--- src/rtl/clknrst_rst_seq.sv ---
// rtl/clknrst_rst_seq.sv - sequenced reset with soft-reset handshake and post-reset cycle counter
// Optional feature macro: CLKNRST_CYCLE_CNT_EN (builds the cycle_cnt_o counter; otherwise tied to 0)
module clknrst_rst_seq #(
   parameter int SYNC_STAGES = 2,
   parameter int HOLD_CYCLES = 8,
   parameter int CNT_W       = 32
) (
   input  logic             clk,
   input  logic             reset_n,
   input  logic             soft_rst_req_i,
   output logic             soft_rst_ack_o,
   output logic             rst_n_o,
   output logic             rst_o,
   output logic             rst_done_o,
   output logic [CNT_W-1:0] cycle_cnt_o
);

   // The final synchronizer stage is the SYNC->HOLD state transition itself, so only
   // SYNC_STAGES-1 explicit shift flops are needed to release on the SYNC_STAGES-th edge.
   localparam int            SL        = SYNC_STAGES - 1;
   localparam int            HW        = (HOLD_CYCLES > 1) ? $clog2(HOLD_CYCLES) : 1;
   localparam logic [HW-1:0] HOLD_LAST = HW'(HOLD_CYCLES - 1);

   typedef enum logic [2:0] {
      RST,
      SYNC,
      HOLD,
      RUN,
      SOFT
   } state_t;

   state_t          state;
   state_t          state_nxt;
   logic [SL-1:0]   chain;
   logic [HW-1:0]   hold_cnt;
   logic [HW-1:0]   hold_nxt;
   logic            armed;
   logic            armed_nxt;
   logic            rst_n_nxt;
   logic            ack_nxt;
   logic            done_nxt;

   // State, synchronizer chain and all registered outputs; async assert, clocked release.
   always_ff @(posedge clk or negedge reset_n) begin
      if (!reset_n) begin
         state          <= RST;
         chain          <= '0;
         hold_cnt       <= '0;
         armed          <= 1'b1;
         rst_n_o        <= 1'b0;
         rst_o          <= 1'b1;
         rst_done_o     <= 1'b0;
         soft_rst_ack_o <= 1'b0;
      end else begin
         state          <= state_nxt;
         chain          <= SL'({chain, 1'b1});
         hold_cnt       <= hold_nxt;
         armed          <= armed_nxt;
         rst_n_o        <= rst_n_nxt;
         rst_o          <= ~rst_n_nxt;
         rst_done_o     <= done_nxt;
         soft_rst_ack_o <= ack_nxt;
      end
   end

   // Next-state and next-output decode for the reset sequencer.
   always_comb begin
      state_nxt = state;
      hold_nxt  = hold_cnt;
      armed_nxt = armed;
      rst_n_nxt = 1'b0;
      ack_nxt   = 1'b0;
      done_nxt  = 1'b0;
      case (state)
         RST, SYNC: begin
            state_nxt = SYNC;
            if (chain[SL-1]) begin
               state_nxt = HOLD;
               hold_nxt  = '0;
            end
         end
         HOLD, SOFT: begin
            hold_nxt = hold_cnt + HW'(1);
            if (hold_cnt == HOLD_LAST) begin
               state_nxt = RUN;
               rst_n_nxt = 1'b1;
               done_nxt  = 1'b1;
               ack_nxt   = (state == SOFT);
            end
         end
         RUN: begin
            rst_n_nxt = 1'b1;
            if (soft_rst_req_i && armed) begin
               state_nxt = SOFT;
               hold_nxt  = '0;
               rst_n_nxt = 1'b0;
               armed_nxt = 1'b0;
            end else if (!soft_rst_req_i) begin
               // A request must be seen low once before another one is honoured.
               armed_nxt = 1'b1;
            end
         end
         default: begin
            state_nxt = RST;
         end
      endcase
   end

`ifdef CLKNRST_CYCLE_CNT_EN
   logic [CNT_W-1:0] cnt;

   // Saturating count of cycles since release; zero in the release cycle and while held.
   always_ff @(posedge clk or negedge reset_n) begin
      if (!reset_n) begin
         cnt <= '0;
      end else if (!rst_n_o || !rst_n_nxt) begin
         cnt <= '0;
      end else if (cnt != {CNT_W{1'b1}}) begin
         cnt <= cnt + CNT_W'(1);
      end
   end

   assign cycle_cnt_o = cnt;
`else
   assign cycle_cnt_o = '0;
`endif

endmodule

--- config.mk ---
export PLATFORM = sky130hd
export DESIGN_NAME = clknrst_rst_seq
export DESIGN_NICKNAME = d
export VERILOG_FILES = /design/src/rtl/clknrst_rst_seq.sv
export SDC_FILE = /design/constraint.sdc
export NUM_CORES = 1
export LEC_CHECK = 0
export ABC_AREA = 0
export CORE_MARGIN = 2
export CORE_UTILIZATION = 43
export CTS_CLUSTER_SIZE = 24
export DETAILED_ROUTE_END_ITERATION = 8
export HOLD_SLACK_MARGIN = 0.1
export PLACE_DENSITY = 0.81
export SYNTH_ARGS = -nofsm -noshare
export SYNTH_HDL_FRONTEND = slang
export SYNTH_SLANG_ARGS = --single-unit
--- constraint.sdc ---
create_clock -name clk -period 3.3 [get_ports clk]
set_clock_uncertainty 0.15 [all_clocks]
set_input_delay 0.495 -clock clk [delete_from_list [all_inputs] [get_ports clk]]
set_output_delay 0.495 -clock clk [all_outputs]
set_load 0.01 [all_outputs]
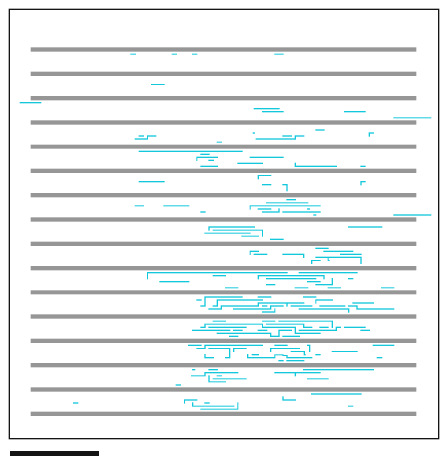
Figure 1: signal wires on met1.
Scale bar: 10 um. Supply wires on this layer in gray.
longest straight run	15.6 um
wire length on this layer	397 um
share of all routed wire	34%
main direction	horizontal
GRT met1 Usage: 11.5%
total wire length: 1150 um
via count: 500

==> flow_metrics.tcl <==
# yosys + openroad results
set metrics [dict create \
    port_buffers 6 \
    r2r-end "hold_cnt[0]" \
    power_leakage_uw 0.000409 \
    ant_nets 0 \
    dieWidth_um 48.0 \
    ys.flop_type "dfrtp_1" \
    grt_usage_pct 11.4 \
    final_common_cell "conb_1" \
    nets 99 \
    grt_pass1_vias 408 \
    cp_num_cells 1 \
    slew_headroom_pct 66.8 \
    critPathSlowestCell "clkdlybuf4s50_1" \
    hold_viol 0 \
    row_count 15 \
    first_pass_iters 4 \
    yosysTopAreaCellShare_pct 30.1 \
    mux_area_share_pct 0 \
    setup_violations 0 \
    antenna_found_initial 0 \
    top_cell "buf_4" \
    cp-start-kind "flip-flop" \
    clkLatencyLatePin_ps 280 \
    cts-root-buf "clkbuf_4" \
    fp-utilization_pct 47.1 \
    via_per_inst 4.24 \
    reg2reg_from "state[1]" \
    synth-seq-cells 12 \
    ys_cells 86 \
    grt_pass1_wl_um 1750 \
    compound_area_share_pct 12.5 \
    status "finished, final reports clean" \
    async_flop_share_pct 100 \
    ys_warn_count 0 \
    holdCritStartpoint "armed" \
    tns_ps 0 \
    slew_violations 0 \
    worstMarginPinSlew_ps 497 \
    overflow 0 \
    warning_count 26 \
    ys_sh_simple_pct 12.7 \
    hold_depth 2 \
    area_leaders "dfrtp_1 (30%), buf_4 (30%), dfstp_2 (6.3%), ha_1 (3.0%), inv_1 (2.3%)" \
    die_h_um 48.0 \
    yosysUniqueCellTypes 25 \
    grt_max_degree 13 \
    chipArea_sq_um 2300 \
    logic_family "buffers and inverters" \
    clockBufferDepth 2 \
    yosysTopAreaCell "dfrtp_1" \
    drc_errors 0 \
    cts_resized 0 \
    wl_per_cell_um 9.75 \
    drt_iter0_markers 12 \
    synth_area_sq_um 831 \
    synth_adder_area_share_pct 3.01 \
    dp_hpwl_um 916 \
    hold_path_end "armed" \
    critPathMaxStageDelay_ps 520 \
    drv_cap 0 \
    clock.fmax_mhz 511 \
    cts_buffers 3 \
    clock_sinks 12 \
    postCtsHoldBufs 0 \
    yosys_area_sq_um 831 \
    crit_family "buffers and inverters" \
    finalPower_uw 616 \
    reg2regPathDepth 3 \
    io_pins 39 \
]
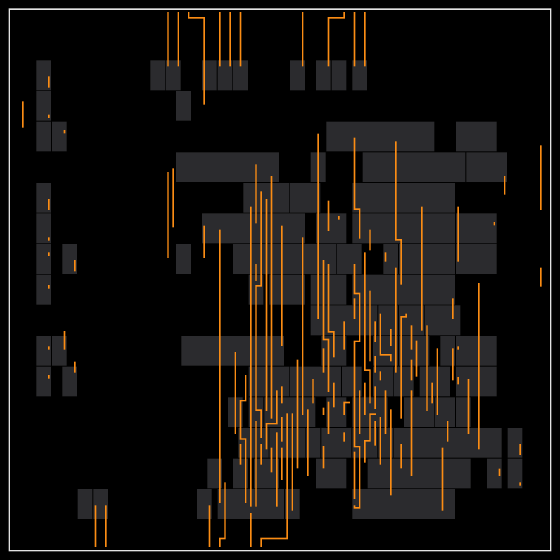
Figure 2: the metal 2 layer.
Cells faint in the background.
main direction	vertical
longest straight run	26.5 um
wire length on this layer	609 um
share of all routed wire	53%

==> how the worst max path moves through the flow <==
stage             endpoint           start
3_3_place_gp   hold_cnt[0]  soft_rst_req_i
5_1_grt              rst_o           rst_o
6_report             rst_o           rst_o
2_1_floorplan     state[0]     hold_cnt[0]
3_5_place_dp   hold_cnt[0]  soft_rst_req_i
4_1_cts              rst_o           rst_o
==> registers in the layout, indices dropped and copies added (netlist names) <==
register / flops
rst_n_o: 1
rst_done_o: 1
state: 3
rst_o: 1
chain: 1
soft_rst_ack_o: 1
hold_cnt: 3
armed: 1
==> cell families (layout without fill, tap and decap cells) <==
kind of cell	count (synthesis)	in the layout
buffers and inverters	39	15
and+or+nand+nor	16	16
AOI/OAI and AO/OA	14	14
DFF	12	12
adders and majority gates	2	2
other	2	33
xor gates and xnor gates	1	1
==> routing by layer <==
layer | routed length, um | up-vias | track usage [%]
met1 | 397 | 232 | 11.5
met3 | 111 | 4 | 2.26
met2 | 609 | 29 | 20.5
met4 | 34 | 0 | 8.11
met5 | 0 | - | 0
li1 | - | 235 | -
==> through the flow <==
stage	cell area [sq um]	instances	worst slack [ps]	hold slack, ps	utilization [%]
after floorplan	947	117	1870	49.4	-
after global placement	779	114	1430	333	44.2
after detailed placement	779	114	1370	336	44.2
after CTS	816	118	1340	347	46.2
after global routing	816	118	1310	363	46.2
final	816	118	1340	338	46.2
==> power by group <==
group / leakage [uW] / switching, uW / internal [uW]
Clock: 0.0000210 / 51.5 / 67.2
Combinational: 0.000241 / 124 / 110
Sequential: 0.000146 / 58.9 / 204
Total: 0.000409 / 235 / 381
==> layout make-up <==
class / instances / area [sq um]
clock buffers: 4 / 36.3
well taps: 25 / 31.3
fillers: 172 / 948
inverters: 5 / 18.8
repair buffers: 6 / 60.1
multi-input cells: 66 / 367
flip-flops and latches: 12 / 303
Power is estimated from default activity; no workload was simulated.
